`config.mk`:
```
export PLATFORM = sky130hd
export DESIGN_NAME = mask_arb
export DESIGN_NICKNAME = d
export VERILOG_FILES = /design/src/rtl/mask_arb_pkg.sv /design/src/rtl/mask_arb_pri_mask.sv /design/src/rtl/mask_arb.sv
export SDC_FILE = /design/constraint.sdc
export NUM_CORES = 1
export LEC_CHECK = 0
export ABC_CLOCK_PERIOD_IN_PS = 1900
export CORE_AREA = 2 2 39 41
export CTS_CLUSTER_DIAMETER = 50
export DETAILED_ROUTE_END_ITERATION = 8
export DIE_AREA = 0 0 41 43
export PLACE_DENSITY = 0.79
export SLEW_MARGIN = 20
export SYNTH_ARGS = -nofsm -noshare
export SYNTH_HDL_FRONTEND = slang
export SYNTH_SLANG_ARGS = --single-unit
```
`constraint.sdc`:
```
create_clock -name clk -period 1.9 [get_ports clk]
set_clock_uncertainty 0.1 [all_clocks]
set_input_delay 0.285 -clock clk [delete_from_list [all_inputs] [get_ports clk]]
set_output_delay 0.285 -clock clk [all_outputs]
set_load 0.005 [all_outputs]
```
`src/rtl/mask_arb_pkg.sv`:
```
// Shared types and helpers for the mask_arb round-robin arbiter.
//   state_e       : arbiter FSM state (idle / grant outstanding)
//   lsb_onehot    : isolate the lowest set bit of a vector (one-hot result)
//   onehot_to_bin : binary index of a one-hot vector
// The helpers operate on MAX_W-bit vectors; callers zero-extend their
// W-bit operands and truncate the result back to W (or $clog2(W)) bits.
package mask_arb_pkg;

  localparam int MAX_W     = 32;
  localparam int MAX_ENC_W = 5;

  typedef enum logic [0:0] {
    ST_IDLE  = 1'b0,
    ST_GRANT = 1'b1
  } state_e;

  // Two's-complement trick: v & -v keeps only the lowest set bit.
  function automatic logic [MAX_W-1:0] lsb_onehot(input logic [MAX_W-1:0] v);
    return v & (~v + MAX_W'(1));
  endfunction

  function automatic logic [MAX_ENC_W-1:0] onehot_to_bin(input logic [MAX_W-1:0] oh);
    logic [MAX_ENC_W-1:0] b;
    b = '0;
    for (int i = 0; i < MAX_W; i++) begin
      if (oh[i]) b = b | MAX_ENC_W'(i);
    end
    return b;
  endfunction

endpackage

```
`src/rtl/mask_arb_pri_mask.sv`:
```
// pri_mask: combinational unary mask generator.
// Ports:
//   i_oh   [W-1:0] : one-hot position marker
//   o_mask [W-1:0] : bits on the UP (toward MSB) or down side of the marker,
//                    optionally including the marker bit itself (INCL)
module pri_mask #(
  parameter int W    = 4,
  parameter bit UP   = 1'b1,
  parameter bit INCL = 1'b0
) (
  input  logic [W-1:0] i_oh,
  output logic [W-1:0] o_mask
);

  always_comb begin
    o_mask = '0;
    for (int i = 0; i < W; i++) begin
      for (int j = 0; j < W; j++) begin
        if ((UP && (j < i)) || (!UP && (j > i)) || (INCL && (j == i))) begin
          o_mask[i] = o_mask[i] | i_oh[j];
        end
      end
    end
  end

endmodule

```
`src/rtl/mask_arb.sv`:
```
// mask_arb: W-way round-robin arbiter with registered one-hot grant.
// Parameters:
//   W    : number of requestors (2..32)
//   HOLD : 1 = winner keeps the grant across acks while still requesting
// Ports:
//   clk, rst          : clock, synchronous active-high reset
//   i_req  [W-1:0]    : level-sensitive requests
//   i_ack             : downstream accepts the current grant
//   o_gnt  [W-1:0]    : one-hot grant (zero when not valid)
//   o_gnt_vld         : grant valid
//   o_gnt_enc         : binary index of o_gnt (zero when not valid)
module mask_arb
  import mask_arb_pkg::*;
#(
  parameter int W    = 4,
  parameter bit HOLD = 1'b0
) (
  input  logic                 clk,
  input  logic                 rst,
  input  logic [W-1:0]         i_req,
  input  logic                 i_ack,
  output logic [W-1:0]         o_gnt,
  output logic                 o_gnt_vld,
  output logic [$clog2(W)-1:0] o_gnt_enc
);

  localparam int ENC_W = $clog2(W);

  if (W < 2 || W > MAX_W) begin : g_w_check
    $error("mask_arb: W must be in 2..32");
  end

  state_e           state_q, state_d;
  logic [W-1:0]     ptr_q, ptr_d;
  logic [W-1:0]     gnt_q, gnt_d;
  logic [ENC_W-1:0] enc_q, enc_d;
  logic             vld_q, vld_d;

  logic [W-1:0]     mask_src;
  logic [W-1:0]     arb_mask;
  logic [W-1:0]     masked_req;
  logic [W-1:0]     winner;
  logic [ENC_W-1:0] winner_enc;
  logic             keep_grant;

  // In GRANT, re-arbitration only happens on an ack, where ptr becomes the
  // current grant in the same edge; using gnt_q directly gives the updated
  // priority without waiting a cycle for ptr_q.
  assign mask_src = (state_q == ST_GRANT) ? gnt_q : ptr_q;

  pri_mask #(
    .W   (W),
    .UP  (1'b1),
    .INCL(1'b0)
  ) u_pri_mask (
    .i_oh  (mask_src),
    .o_mask(arb_mask)
  );

  always_comb begin
    masked_req = i_req & arb_mask;
    // Nothing above the pointer: wrap around to the lowest requester.
    winner     = W'(lsb_onehot(MAX_W'((masked_req != '0) ? masked_req : i_req)));
    winner_enc = ENC_W'(onehot_to_bin(MAX_W'(winner)));
    keep_grant = HOLD && i_req[enc_q];
  end

  always_comb begin
    state_d = state_q;
    ptr_d   = ptr_q;
    gnt_d   = gnt_q;
    enc_d   = enc_q;
    vld_d   = vld_q;
    case (state_q)
      ST_IDLE: begin
        if (|i_req) begin
          state_d = ST_GRANT;
          gnt_d   = winner;
          enc_d   = winner_enc;
          vld_d   = 1'b1;
        end
      end
      ST_GRANT: begin
        if (i_ack) begin
          ptr_d = gnt_q;
          if (!keep_grant) begin
            if (|i_req) begin
              gnt_d = winner;
              enc_d = winner_enc;
            end else begin
              state_d = ST_IDLE;
              gnt_d   = '0;
              enc_d   = '0;
              vld_d   = 1'b0;
            end
          end
        end
      end
      default: begin
        state_d = ST_IDLE;
        gnt_d   = '0;
        enc_d   = '0;
        vld_d   = 1'b0;
      end
    endcase
  end

  always_ff @(posedge clk) begin
    if (rst) begin
      state_q <= ST_IDLE;
      ptr_q   <= {1'b1, {(W-1){1'b0}}};  // bit 0 gets top priority after reset
      gnt_q   <= '0;
      enc_q   <= '0;
      vld_q   <= 1'b0;
    end else begin
      state_q <= state_d;
      ptr_q   <= ptr_d;
      gnt_q   <= gnt_d;
      enc_q   <= enc_d;
      vld_q   <= vld_d;
    end
  end

  assign o_gnt     = gnt_q;
  assign o_gnt_enc = enc_q;
  assign o_gnt_vld = vld_q;

endmodule

```
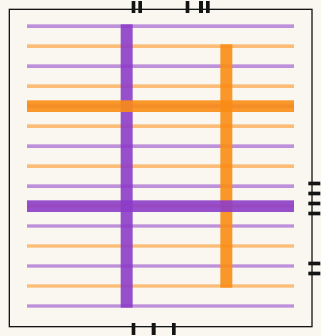
pdn.png
Pins as bars on the die edge.
- VSS: purple
- VDD: orange
- met1 rails: 15
- signal pins: 14
- met4 straps: 2
- rows: 14
- met5 straps: 2

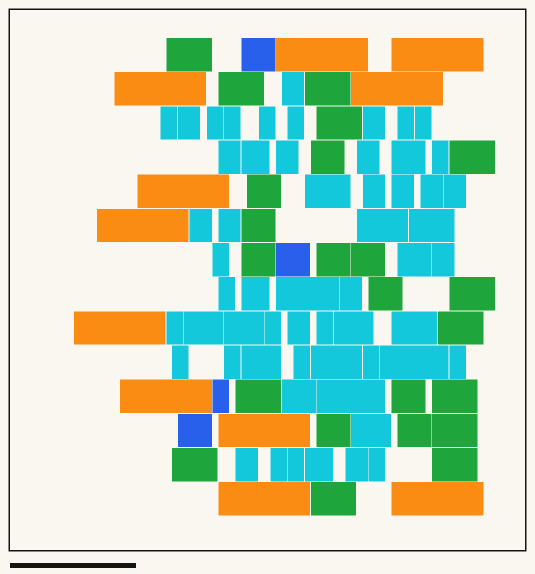
cell_classes.png
Bar = 10 µm.
- flip-flops: orange (cells 11; share of their area 28%)
- all other logic: cyan (cells 57; share of their area 43%)
- clock drivers and dummy loads: blue (cells 4; share of their area 3.3%)
- other buffers and delay cells: green (cells 23; share of their area 26%)

==> results.json <==
{
  "status": "complete, no violations",
  "synthSimpleGateAreaFrac_pct": 21.6,
  "seq_share_pct": 27.0,
  "use_met2_pct": 27.8,
  "drive_above_1_share_pct": 17.9,
  "arrival_ns": 1.84,
  "drv_cap": 0,
  "lay_top_cells": "clkdlybuf4s50_1, dfxtp_1, a21oi_1, nand2_1, buf_4",
  "grt_overflow_total": 0,
  "dp.final_hpwl_um": 1140,
  "yosys-stat-cells": 70,
  "largest_reg_flops": 4,
  "flops": 11,
  "hold_buffers": 0,
  "cpPeakStageDelay_ns": 0.36,
  "crit_start": "state_q",
  "hold_class": "register to register",
  "initial_core_util_pct": 41.5,
  "fp-row-count": 14,
  "whs_ns": 0.361,
  "netlist_top_cells_count": "dfxtp_1, a21oi_1, nand2_1",
  "grt_setup_unrepaired": "false",
  "antenna_found_initial": 0,
  "critPathTopFamily": "AND-OR/OR-AND gates",
  "wl_met2_um": 722,
  "dp.cells": 107,
  "num_io_pins": 14,
  "nClkBuffers": 4,
  "synth_cells": 70,
  "pg_comb_mw": 0.147,
  "clockNetworkAreaShare_pct": 3.22,
  "p_comb_share_pct": 26.1,
  "fin_util_pct": 59.0,
  "hold_viol": 0,
  "peakVddDrop_mv": 0.433,
  "fin_tns_setup_ns": 0,
  "die_x_um": 41,
  "crit_top_cell": "mux2i_1",
  "fillers": 129,
  "synthTopCellsByArea": "dfxtp_1, a21oi_1, nand2_1",
  "setup_viol": 0,
  "rr_endpoint": "o_gnt_enc[0]",
  "slowest_stage": "dfxtp_1",
  "p_int_mw": 0.407,
  "tightest_slew_ns": 0.403,
  "grt_max_degree": 12,
  "min_to": "o_gnt[3]",
  "io_buffers": 13,
  "p_switching_mw": 0.157,
  "comb_cells": 54,
  "worstSetupPathType": "register to register",
  "r2r_slack_ns": 0.16,
  "highest_layer": "met4",
  "powerDensity_nw_per_um2": 690,
  "clock_sinks": 11,
  "ys_seq_share_pct": 38.3,
  "yosys_warnings": 0,
  "worstPathRequired_ns": 2.00,
  "grt_busiest_layer": "met2",
  "syn_avg_cell_area_um2": 8.20,
  "endpoint": "o_gnt_enc[0]",
  "die-area_um2": 1760,
  "htreeDepth": 1,
  "min_path_cells": 2,
  "grt_pass1_wl_um": 2130,
  "synth_flops": 11,
  "finalCriticalPeriod_ns": 1.74,
  "n_antenna_cell": 0,
  "ys_types": 24
}
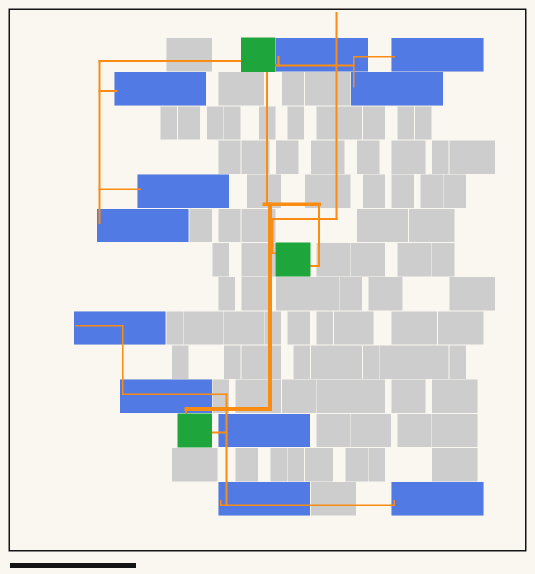
clock_map.png
Bar = 10 µm.
- flip-flops: blue (count 11)
- cells driving clock nets: green (count 3)
- clock wires: orange (length 160 µm)
- routed clock nets: 4
clock power share: 28.7%
clock group total power: 0.162 mW
Latency at later pin: 0.28 ns

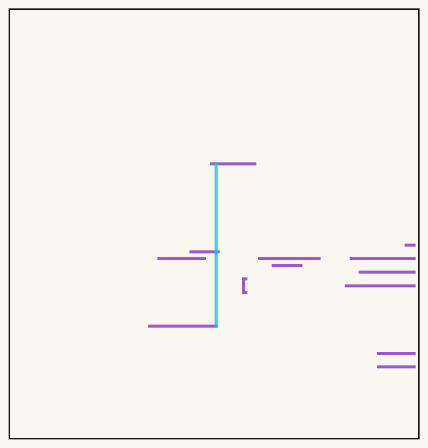
metal_stack.png
Only two layers are drawn.
- met4: cyan (wire length 16.3 µm)
- met3: purple (wire length 55.2 µm)
Tot GR Track Use: 17.7%
drt wl/cell: 13.1 µm
via count: 609

No activity file was given, so power comes from the tool's default toggle rates.
